### Routed clock nets over the placement, run 1

(4 px per um)
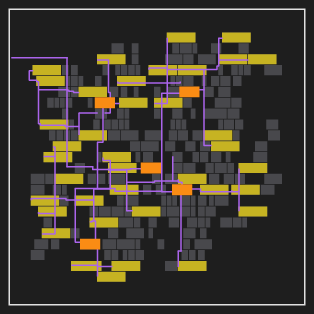
### Cell density map, run 1

(4 px per um) 7 x 7 tiles, from white (low) to dark blue (high), 0 to 100% covered.
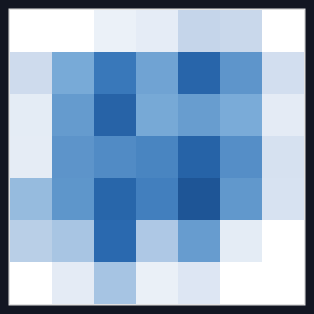
### M1 wires, run 1

(4 px per um) Supply wires on this layer in gray.
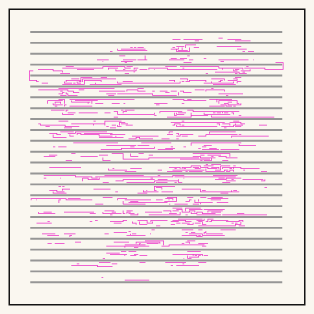
### M3 wires, run 1

(6 px per um)
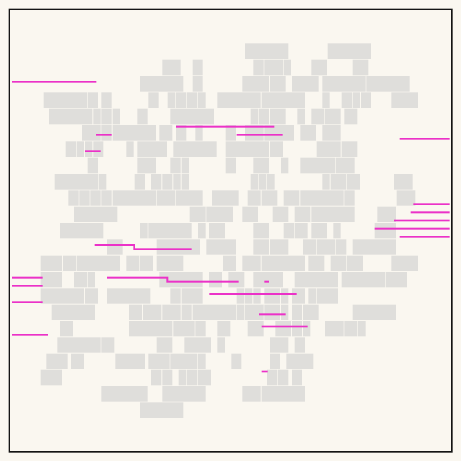
==> src/rtl/cjtag_bridge_core.sv <==
// cJTAG (IEEE 1149.7 OScan1) to 4-wire JTAG bridge. TCKC/TMSC are oversampled on clk_i;
// escapes and the activation code are decoded, then each 3-bit OScan1 packet becomes one TCK cycle.
module cjtag_bridge_core #(
    parameter int unsigned SYNC_STAGES = 2
) (
    input  logic clk_i,
    input  logic rst_i,
    input  logic ntrst_i,
    input  logic tckc_i,
    input  logic tmsc_i,
    output logic tmsc_o,
    output logic tmsc_oen,
    output logic tck_o,
    output logic tms_o,
    output logic tdi_o,
    input  logic tdo_i,
    output logic online_o,
    output logic nsp_o
);

    typedef enum logic [1:0] {StOffline, StOac, StOscan1} state_e;

    // First-to-last bit order OAC, EC, CP = 0011 0001 0000
    localparam logic [11:0] ActivationCode = 12'h310;

    logic [SYNC_STAGES-1:0] tckc_sync_q;
    logic [SYNC_STAGES-1:0] tmsc_sync_q;
    logic [SYNC_STAGES-1:0] ntrst_sync_q;
    logic                   tckc_q;
    logic                   tmsc_q;

    logic tckc_s;
    logic tmsc_s;
    logic ntrst_s;
    logic tckc_rise;
    logic tckc_fall;
    logic tmsc_edge;
    logic link_reset;

    state_e      state_q;
    logic [3:0]  esc_cnt_q;
    logic [3:0]  bit_cnt_q;
    logic [11:0] oac_q;
    logic [1:0]  phase_q;
    logic        tck_q;
    logic        tms_q;
    logic        tdi_q;
    logic        tmsc_out_q;
    logic        oen_q;
    logic        online_q;
    logic        nsp_q;

    logic [11:0] oac_next;

    always_ff @(posedge clk_i) begin
        if (rst_i) begin
            tckc_sync_q  <= '0;
            tmsc_sync_q  <= '0;
            ntrst_sync_q <= '1;
            tckc_q       <= 1'b0;
            tmsc_q       <= 1'b0;
        end else begin
            tckc_sync_q  <= {tckc_sync_q[SYNC_STAGES-2:0], tckc_i};
            tmsc_sync_q  <= {tmsc_sync_q[SYNC_STAGES-2:0], tmsc_i};
            ntrst_sync_q <= {ntrst_sync_q[SYNC_STAGES-2:0], ntrst_i};
            tckc_q       <= tckc_sync_q[SYNC_STAGES-1];
            tmsc_q       <= tmsc_sync_q[SYNC_STAGES-1];
        end
    end

    always_comb begin
        tckc_s     = tckc_sync_q[SYNC_STAGES-1];
        tmsc_s     = tmsc_sync_q[SYNC_STAGES-1];
        ntrst_s    = ntrst_sync_q[SYNC_STAGES-1];
        tckc_rise  = tckc_s & ~tckc_q;
        tckc_fall  = ~tckc_s & tckc_q;
        tmsc_edge  = tmsc_s ^ tmsc_q;
        link_reset = rst_i | ~ntrst_s;
        oac_next   = {oac_q[10:0], tmsc_s};
    end

    always_ff @(posedge clk_i) begin
        if (link_reset) begin
            state_q    <= StOffline;
            esc_cnt_q  <= '0;
            bit_cnt_q  <= '0;
            oac_q      <= '0;
            phase_q    <= '0;
            tck_q      <= 1'b0;
            tms_q      <= 1'b1;
            tdi_q      <= 1'b0;
            tmsc_out_q <= 1'b0;
            oen_q      <= 1'b1;
            online_q   <= 1'b0;
            nsp_q      <= 1'b0;
        end else begin
            if (tckc_fall) begin
                esc_cnt_q <= '0;
            end else if (tckc_s && tmsc_edge && esc_cnt_q != 4'd15) begin
                esc_cnt_q <= esc_cnt_q + 4'd1;
            end

            if (!oen_q) begin
                tmsc_out_q <= tdo_i;
            end

            if (tckc_fall && esc_cnt_q >= 4'd4) begin
                // Any escape abandons a partial packet and releases the pin
                tck_q   <= 1'b0;
                oen_q   <= 1'b1;
                phase_q <= '0;
                if (esc_cnt_q >= 4'd8) begin
                    state_q    <= StOffline;
                    bit_cnt_q  <= '0;
                    tms_q      <= 1'b1;
                    tdi_q      <= 1'b0;
                    tmsc_out_q <= 1'b0;
                    online_q   <= 1'b0;
                    nsp_q      <= 1'b0;
                end else if (esc_cnt_q >= 4'd6) begin
                    state_q   <= StOac;
                    bit_cnt_q <= '0;
                    online_q  <= 1'b0;
                    nsp_q     <= 1'b1;
                end else begin
                    state_q  <= StOffline;
                    online_q <= 1'b0;
                    nsp_q    <= 1'b0;
                end
            end else begin
                unique case (state_q)
                    StOffline: begin
                        tck_q <= 1'b0;
                        oen_q <= 1'b1;
                    end
                    StOac: begin
                        if (tckc_rise) begin
                            oac_q <= oac_next;
                            if (bit_cnt_q == 4'd11) begin
                                bit_cnt_q <= '0;
                                phase_q   <= '0;
                                if (oac_next == ActivationCode) begin
                                    state_q  <= StOscan1;
                                    online_q <= 1'b1;
                                end else begin
                                    state_q <= StOffline;
                                    nsp_q   <= 1'b0;
                                end
                            end else begin
                                bit_cnt_q <= bit_cnt_q + 4'd1;
                            end
                        end
                    end
                    StOscan1: begin
                        // phase_q names the bit the next rise will carry
                        if (tckc_rise) begin
                            unique case (phase_q)
                                2'd0: begin
                                    tdi_q   <= ~tmsc_s;
                                    phase_q <= 2'd1;
                                end
                                2'd1: begin
                                    tms_q   <= tmsc_s;
                                    phase_q <= 2'd2;
                                end
                                default: begin
                                    tck_q   <= 1'b1;
                                    phase_q <= 2'd0;
                                end
                            endcase
                        end else if (tckc_fall) begin
                            if (phase_q == 2'd2) begin
                                oen_q      <= 1'b0;
                                tmsc_out_q <= tdo_i;
                            end else if (phase_q == 2'd0) begin
                                tck_q <= 1'b0;
                                oen_q <= 1'b1;
                            end
                        end
                    end
                    default: begin
                        state_q  <= StOffline;
                        online_q <= 1'b0;
                        nsp_q    <= 1'b0;
                    end
                endcase
            end
        end
    end

    assign tmsc_o   = tmsc_out_q;
    assign tmsc_oen = oen_q;
    assign tck_o    = tck_q;
    assign tms_o    = tms_q;
    assign tdi_o    = tdi_q;
    assign online_o = online_q;
    assign nsp_o    = nsp_q;

endmodule

==> config.mk <==
export PLATFORM = sky130hd
export DESIGN_NAME = cjtag_bridge_core
export DESIGN_NICKNAME = d
export VERILOG_FILES = /design/src/rtl/cjtag_bridge_core.sv
export SDC_FILE = /design/constraint.sdc
export NUM_CORES = 1
export LEC_CHECK = 0
export CAP_MARGIN = 20
export CELL_PAD_IN_SITES_DETAIL_PLACEMENT = 0
export CELL_PAD_IN_SITES_GLOBAL_PLACEMENT = 1
export CORE_MARGIN = 5
export CORE_UTILIZATION = 43
export DETAILED_ROUTE_END_ITERATION = 8
export PLACE_DENSITY_LB_ADDON = 0.3
export SYNTH_ARGS = -nofsm -noshare
export SYNTH_HDL_FRONTEND = slang
export SYNTH_SLANG_ARGS = --single-unit
==> constraint.sdc <==
create_clock -name clk_i -period 1.9 [get_ports clk_i]
set_input_delay 0.57 -clock clk_i [delete_from_list [all_inputs] [get_ports clk_i]]
set_output_delay 0.57 -clock clk_i [all_outputs]
set_load 0.03 [all_outputs]
==> flow_metrics.tcl, run 1 <==
# implementation run metrics
set metrics [dict create \
    grt_pass1_wl_um 6690 \
    use_met1_pct 18.4 \
    die-height_um 73.5 \
    cts.htree.levels 2 \
    max_freq_ghz 0.577 \
    status "finished clean" \
    syn_area_mm2 0.00173 \
    io_buffer_count 12 \
    gp_congestion 0.854 \
    critical_path_at_ns 1.90 \
    final_net_count 233 \
    largest_net_degree_at_the_start_of_global_routing 15 \
    antenna_found_initial 0 \
    die_x_um 73.5 \
    grt_setup_unrepaired "no" \
    drt_iter0_drc 97 \
    synth_warnings 0 \
    finalNonFillerCells 272 \
    max_capacitance_violation_total 0 \
    clkSlewWorstSetupHoldPaths_ns 0.08 \
    cts_made_buffers 5 \
    globalRoute.totalOverflow 0 \
    use_met2_pct 28.0 \
    synthTopCellsByArea "dfxtp_1, nand3_1, a21oi_1, nand2_1, ha_1" \
    detailed_place_hpwl_um 2890 \
    worstPathRequired_ns 2.06 \
    synthesis.instances 199 \
    antenna_violating_nets_post_route 0 \
    first_drt_pass_iteration_count 4 \
    report.final.setup_viol 0 \
    busiest_layer "met2" \
    timing.hold.worst.class "reg2reg" \
    worst_slew_pin_slew_ns 0.423 \
    syn_nets 211 \
    slew_headroom_pct 71.8 \
    finalCriticalPeriod_ns 1.73 \
    syn_avg_cell_area_um2 8.71 \
    clock_skew_ns 0.00662 \
]
-- 'Routed clock nets over the placement' (at the start) --
- clock wires: purple (length 504 um)
- cells driving clock nets: orange (count 5)
- flip-flops: yellow (count 38)
- routed clock nets: 6
- flops lie: widely spread

-- 'Cell density map' (at the start) --
- tiles over 75% full: 12%
- emptiest ninth of the die: south-east
- densest ninth of the die: center
- mean over tiles: 37%
- fullest tile: 85%
- nearly empty tiles: 14%

-- 'M1 wires' (at the start) --
- nets with wire on the layer: 209
- longest straight run: 19.3 um
- wire length on this layer: 1630 um

-- 'M3 wires' (at the start) --
- share of all routed wire: 4.5%
- wire length on this layer: 177 um
- longest straight run: 16.1 um
- main direction: horizontal

run 1: final timing paths:
path	start	to	slack (ns)	cells after the start
max	tckc_sync_q[1]	tmsc_o	0.17	6
min	ntrst_sync_q[0]	ntrst_sync_q[1]	0.42	1
max reg2reg	tckc_sync_q[1]	tmsc_o	0.17	6
min reg2reg	ntrst_sync_q[0]	ntrst_sync_q[1]	0.42	1
run 1: metal layers:
layer	part of all wire [%]	wire length, um
met5	0	0
met2	53	2060
met3	4.5	176
met1	42	1630
met4	1.1	42
run 1: area by class of cell:
cell class | instances | area (um^2)
clock buffer | 5 | 68.8
clock inverter | 3 | 21.3
fill | 358 | 1870
inverter | 10 | 37.5
multi-input combinational | 141 | 895
sequential | 38 | 762
tap | 50 | 62.6
timing repair buffer | 25 | 224
run 1: registers in the layout (all words and copies together), names as in the netlist:
signal	count
bit_cnt_q	4
tmsc_q	1
nsp_o	1
phase_q	2
state_q	2
tck_o	1
ntrst_sync_q	2
tdi_o	1
tckc_sync_q	2
tckc_q	1
online_o	1
tmsc_oen	1
oac_q	11
tmsc_sync_q	2
tmsc_o	1
esc_cnt_q	4
tms_o	1
run 1: metrics by stage:
stage	total power [mW]	hold WS, ns
final	1.43	0.424
after global routing	1.49	0.453
after CTS	1.45	0.427
after detailed placement	0.894	0.405
after global placement	0.892	0.394
after floorplan	0.857	0.389
run 1: critical path: stages, from the launching register on:
cell and delay (ns):
dfxtp_2 0.39, inv_1 0.08, ha_1 0.29, o21a_1 0.17, o41ai_2 0.38, mux2i_1 0.23
a211oi_1 0.05
run 1: synth_stat cells, drive strengths merged:
cell type  number
dfxtp          38
nand2          22
nand3          21
a21oi          17
inv            10
clkbuf          7
nor2b           7
ha              6
nor2            6
nor3            5
a211oi          4
nand3b          4
o211ai          4
or3             4
buf             3
mux2i           3
nor4b           3
o21ai           3
a31oi           2
nand2b          2
nand4b          2
nor3b           2
nor4            2
o2111ai         2
o22ai           2
or2             2
a211o           1
a221oi          1
a22o            1
a2bb2oi         1
and2            1
and3            1
and4b           1
nand4bb         1
o21a            1
o21bai          1
o22a            1
o2bb2ai         1
o31ai           1
o41ai           1
xnor2           1
xor2            1
run 1: what timing repair did:
action                     4_1_cts  5_1_grt
resized                          3        5
hold buffers                     0        0
setup endpoints to repair        3        7
buffers inserted                 0        0
run 1: logic make-up after synthesis:
kind of cell             Yosys count  synth area share, %
AND/OR/NAND/NOR                   86                 27.1
AND-OR/OR-AND                     44                 17.5
flip-flops                        38                 43.9
buffers and inverters             20                 4.55
adder cells (fa/ha/maj)            6                 4.33
multiplexers                       3                 1.73
XOR/XNOR                           2                 1.01
run 1: layout by cell type (no fill, tap or decap), types with 5 or more instances in the layout:
cell	count
a21oi_1	17
buf_4	13
clkbuf_8	5
clkdlybuf4s50_1	5
dfxtp_1	37
ha_1	6
inv_1	9
nand2_1	22
nand3_1	20
nor2_1	6
nor2b_1	7
nor3_1	5
run 1: report_power, final:
| group | switching [mW] | internal [mW] |
|---|---|---|
| clock | 0.296 | 0.258 |
| combinational | 0.0351 | 0.0323 |
| sequential | 0.00449 | 0.803 |
## Run 2: what changed since run 1
--- a/config.mk
+++ b/config.mk
@@ -12,6 +12,7 @@
 export CORE_UTILIZATION = 43
 export DETAILED_ROUTE_END_ITERATION = 8
 export PLACE_DENSITY_LB_ADDON = 0.3
+export SLEW_MARGIN = 5
 export SYNTH_ARGS = -nofsm -noshare
 export SYNTH_HDL_FRONTEND = slang
 export SYNTH_SLANG_ARGS = --single-unit
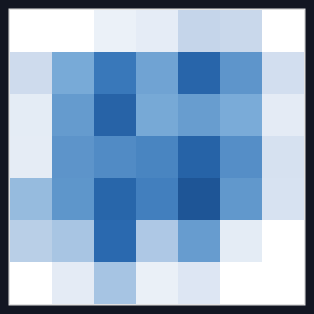
*Cell density map, run 2*
(4 px per um) 7 x 7 tiles, from white (low) to dark blue (high), 0 to 100% covered.
- tiles over 75% full: 12%
- fullest tile: 85%
- nearly empty tiles: 14%
- mean over tiles: 37%

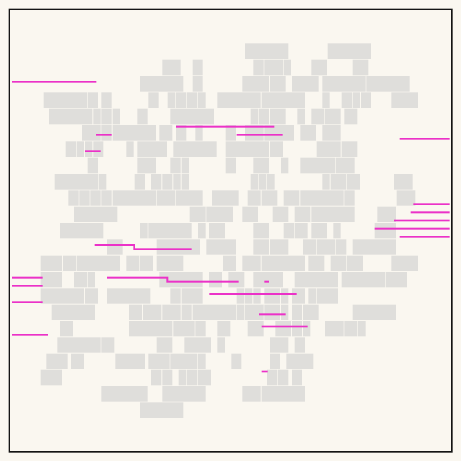
*M3 wires, run 2*
(6 px per um)
- share of all routed wire: 4.5%
- longest straight run: 16.1 um
- main direction: horizontal
- nets with wire on the layer: 19
- wire length on this layer: 177 um

==> flow_metrics.tcl, run 2 <==
# implementation run metrics
set metrics [dict create \
    ys_seq_share_pct 43.9 \
    cts_made_buffers 5 \
    report.final.setup_viol 0 \
    diodes 0 \
    clkSlewWorstSetupHoldPaths_ns 0.08 \
    worstPathRequired_ns 2.06 \
    antenna_violating_nets_post_route 0 \
    finalCriticalPeriod_ns 1.73 \
    worst_slew_pin_slew_ns 0.423 \
    largest_net_degree_at_the_start_of_global_routing 15 \
    clockRootBuffer "clkbuf_8" \
    synthesis.instances 199 \
    gp_congestion 0.854 \
    status "finished clean" \
    number_of_enable_type_register_cells_in_the_synthesized_netlist 0 \
    asyncSetResetFlopFracSynth_pct 0 \
    synthFlopType "dfxtp_1" \
    grt_pass1_wl_um 6690 \
    registers_with_the_most_flip_flops "oac_q (11), bit_cnt_q (4), esc_cnt_q (4)" \
    cts_setup_buffers 0 \
    leading_area_contributor_after_synthesis "dfxtp_1" \
    max_capacitance_violation_total 0 \
    mostFrequentLayoutCell "dfxtp_1" \
    max_flop_register "oac_q" \
    top_cells_by_count "dfxtp_1, nand2_1, nand3_1, a21oi_1, inv_1" \
    hold_ws_ns 0.424 \
    clock_skew_ns 0.00662 \
    io_buffer_count 12 \
    final_net_count 233 \
    grt_setup_unrepaired "no" \
    design_power_total_mw 1.43 \
    multi_input_comb_area_um2 895 \
    globalRoute.totalOverflow 0 \
    slew_headroom_pct 71.8 \
    timing.hold.worst.class "reg2reg" \
    yosys.cell_count.top_type "dfxtp_1" \
    final.fill_count 358 \
    syn_area_mm2 0.00173 \
    max_freq_ghz 0.577 \
    syn_nets 211 \
    synth_warnings 0 \
    largest_reg_flops 11 \
    detailed_place_hpwl_um 2890 \
    final_layout_top_logic_cells "dfxtp_1, nand2_1, nand3_1, a21oi_1, buf_4" \
    critical_path_at_ns 1.90 \
    seq_area_um2 762 \
    first_drt_pass_iteration_count 4 \
    cts_hold_repair.buffers 0 \
    cts.htree.levels 2 \
    antenna_found_initial 0 \
]
run 2: cell counts after synthesis:
No cell type changed its count.
run 2: repair_timing:
item / 4_1_cts / 5_1_grt
endpoints found under the setup margin: 3 / 7
hold endpoints to repair: 0 / 0
gates resized: 3 / 5
run 2: power by group:
group	internal [mW]	total (mW)	switching (mW)	leakage (nW)
clock	0.258	0.554	0.296	0.0441
combinational	0.0323	0.0674	0.0351	0.438
sequential	0.803	0.808	0.00449	0.308
total	1.09	1.43	0.336	0.791
run 2: cell families after synthesis:
kind of cell / count (synthesis) / synth area share, %
simple gates: 86 / 27.1
compound gates: 44 / 17.5
flops: 38 / 43.9
buf+inv: 20 / 4.55
fa+ha+maj: 6 / 4.33
mux: 3 / 1.73
xor+xnor: 2 / 1.01
run 2: layout make-up:
cell class	instances	share of cell area, %
multi-input cells	141	43.2
flip-flops and latches	38	36.8
repair buffers	25	10.8
clock buffers	5	3.32
well taps	50	3.02
inverters	10	1.81
clock inverters	3	1.03
run 2: path summary, 6_finish.rpt:
check | end | depth (start not counted) | startpoint | slack, ns
worst max-delay path | tmsc_o | 6 | tckc_sync_q[1] | 0.17
worst min-delay path | ntrst_sync_q[1] | 1 | ntrst_sync_q[0] | 0.42
worst max register to register | tmsc_o | 6 | tckc_sync_q[1] | 0.17
worst min register to register | ntrst_sync_q[1] | 1 | ntrst_sync_q[0] | 0.42
run 2: worst max-delay path, stage by stage (launching register included):
cell and delay [ns]:
dfxtp_2 0.39, inv_1 0.08, ha_1 0.29, o21a_1 0.17, o41ai_2 0.38, mux2i_1 0.23, a211oi_1 0.05
run 2: stage by stage:
step | util (%) | cells | setup TNS [ns] | worst slack, ns | instance area, um^2
global route | 52.5 | 272 | 0 | 0.0195 | 2070
CTS | 52.2 | 272 | 0 | 0.0142 | 2060
floorplan | - | 199 | 0 | 0.304 | 1730
detailed placement | 50.0 | 264 | -0.0552 | -0.0552 | 1970
global placement | 50.0 | 264 | 0 | 0.00759 | 1970
finish | 52.5 | 272 | 0 | 0.166 | 2070
run 2: metal layers:
metal | vias up | GRT usage, % | wire length (um)
met2 | 31 | 28.0 | 2060
li1 | 761 | - | -
met3 | 4 | 4.51 | 176
met5 | - | 0 | 0
met1 | 701 | 18.4 | 1630
met4 | 0 | 6.44 | 42
### Routed clock nets over the placement, run 2

(4 px per um)
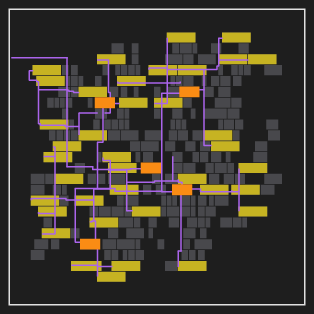

## Run 3: what changed since run 2
--- a/config.mk
+++ b/config.mk
@@ -12,7 +12,6 @@
 export CORE_UTILIZATION = 43
 export DETAILED_ROUTE_END_ITERATION = 8
 export PLACE_DENSITY_LB_ADDON = 0.3
-export SLEW_MARGIN = 5
 export SYNTH_ARGS = -nofsm -noshare
 export SYNTH_HDL_FRONTEND = slang
 export SYNTH_SLANG_ARGS = --single-unit
==> constraint.sdc (replaced) <==
create_clock -name clk_i -period 1.9 [get_ports clk_i]
set_input_delay 0.19 -clock clk_i [delete_from_list [all_inputs] [get_ports clk_i]]
set_output_delay 0.19 -clock clk_i [all_outputs]
set_load 0.03 [all_outputs]
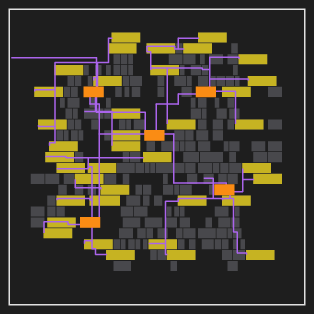
*Routed clock nets over the placement, run 3*
(4 px per um)
- clock wires: purple (length 513 um)
- flip-flops: yellow (count 38)
- cells driving clock nets: orange (count 5)
- routed clock nets: 6
- flops lie: widely spread

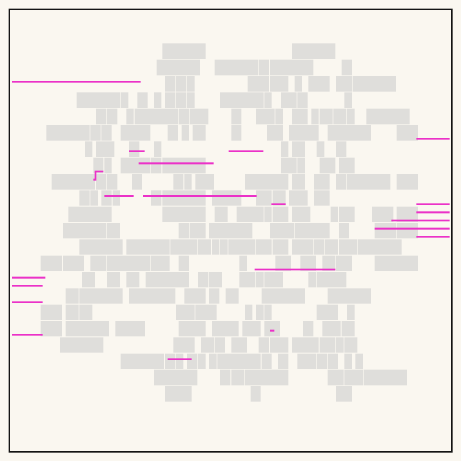
*M3 wires, run 3*
(6 px per um)
- share of all routed wire: 4.1%
- wire length on this layer: 149 um
- main direction: horizontal
- nets with wire on the layer: 16
- longest straight run: 21.2 um

==> flow_metrics.tcl, run 3 <==
# implementation run metrics
set metrics [dict create \
    first_drt_pass_iteration_count 4 \
    finalCriticalPeriod_ns 1.67 \
    registers_with_the_most_flip_flops "oac_q (11), bit_cnt_q (4), esc_cnt_q (4)" \
    yosys.cell_count.top_type "dfxtp_1" \
    number_of_enable_type_register_cells_in_the_synthesized_netlist 0 \
    seq_area_um2 762 \
    asyncSetResetFlopFracSynth_pct 0 \
    reg2reg_from "tckc_sync_q[1]" \
    largest_stage_delay_worst_path_ns 0.38 \
    largest_net_degree_at_the_start_of_global_routing 21 \
    cts_setup_buffers 0 \
    report.final.setup_viol 0 \
    gp_congestion 0.807 \
    multi_input_comb_area_um2 895 \
    reg2reg_setup_slack_ns 0.23 \
    top_cells_by_count "dfxtp_1, nand2_1, nand3_1, a21oi_1, inv_1" \
    max_flop_register "oac_q" \
    worst_slew_pin_slew_ns 0.434 \
    timing.hold.worst.class "reg2reg" \
    design_power_total_mw 1.45 \
    synthFlopType "dfxtp_1" \
    worstPathRequired_ns 2.06 \
    depth_of_the_worst_register_to_register_path 6 \
    io_buffer_count 12 \
    slew_headroom_pct 71.0 \
    final_net_count 228 \
    diodes 0 \
    clkSlewWorstSetupHoldPaths_ns 0.07 \
    critical_path.startpoint "tckc_sync_q[1]" \
    ys_seq_share_pct 43.9 \
    critical_path.cell_chain "inv_1 -> ha_1 -> o21a_1 -> o41ai_2 -> mux2i_1 -> a211oi_1" \
    mostFrequentLayoutCell "dfxtp_1" \
    cts.htree.levels 2 \
    detailed_place_hpwl_um 2730 \
    critical_path_at_ns 1.82 \
    grt_pass1_wl_um 6310 \
    final.fill_count 362 \
    final_layout_top_logic_cells "dfxtp_1, nand2_1, nand3_1, a21oi_1, clkdlybuf4s50_1" \
    globalRoute.totalOverflow 0 \
    max_freq_ghz 0.600 \
    max_capacitance_violation_total 0 \
    cts_made_buffers 5 \
    status "finished clean" \
    synth_warnings 0 \
]
-- run 3: where the power goes --
| part | total [mW] | internal, mW | switching (mW) |
|---|---|---|---|
| clock | 0.584 | 0.292 | 0.293 |
| combinational | 0.0607 | 0.0275 | 0.0333 |
| sequential | 0.808 | 0.803 | 0.00490 |
-- run 3: critical path: cells and delay by family, from the launching register on --
kind                     cells  cell delay, ns
buffers and inverters        1            0.07
flip-flops                   1            0.38
multiplexers                 1            0.22
adder cells (fa/ha/maj)      1            0.27
AND-OR/OR-AND                3            0.58
-- run 3: cell families (layout without fill, tap and decap cells) --
family          Yosys count  count (layout)  share of synthesized area [%]
compound gates           44              44                           17.5
xor+xnor                  2               2                           1.01
fa+ha+maj                 6               6                           4.33
buf+inv                  20              38                           4.55
flops                    38              38                           43.9
mux                       3               3                           1.73
simple gates             86              86                           27.1
-- run 3: per-stage QoR --
| step | instance area, um^2 | cells | utilization, % | setup slack [ns] | hold slack (ns) |
|---|---|---|---|---|---|
| 2_1_floorplan | 1730 | 199 | - | 0.304 | 0.257 |
| 3_3_place_gp | 1940 | 259 | 49.1 | 0.258 | 0.396 |
| 3_5_place_dp | 1940 | 259 | 49.1 | 0.177 | 0.410 |
| 4_1_cts | 2030 | 267 | 51.5 | 0.161 | 0.429 |
| 5_1_grt | 2030 | 267 | 51.5 | 0.0529 | 0.437 |
| 6_report | 2030 | 267 | 51.5 | 0.234 | 0.423 |
-- run 3: cell type report --
type	instances	area share [%]
Multi-Input combinational cell	141	44.0
Sequential cell	38	37.5
Timing Repair Buffer	20	8.87
Clock buffer	6	4.06
Tap cell	50	3.08
Inverter	10	1.85
Clock inverter	2	0.616
-- run 3: what timing repair did --
action,CTS,global route
gates resized,0,1
endpoints found under the setup margin,0,1
hold buffers,0,0
endpoints found under the hold margin,0,0
-- run 3: worst min-delay path by stage --
| stage | cells after the start | start | endpoint | slack (ns) |
|---|---|---|---|---|
| 2_1_floorplan | 1 | rst_i | tckc_q | 0.26 |
| 3_3_place_gp | 1 | ntrst_sync_q[0] | ntrst_sync_q[1] | 0.40 |
| 3_5_place_dp | 1 | ntrst_sync_q[0] | ntrst_sync_q[1] | 0.41 |
| 4_1_cts | 1 | ntrst_sync_q[0] | ntrst_sync_q[1] | 0.43 |
| 5_1_grt | 2 | tmsc_i | tmsc_sync_q[0] | 0.44 |
| 6_report | 1 | ntrst_sync_q[0] | ntrst_sync_q[1] | 0.42 |
-- run 3: metal layers --
metal	track usage (%)	part of all wire (%)	up-vias	wire length, um
met5	0	0	-	0
met4	5.84	1.3	0	46
met3	5.61	4.0	6	148
met2	24.7	49	28	1790
met1	17.5	46	718	1670
li1	-	-	753	-
No activity file was given, so power comes from the tool's default toggle rates.
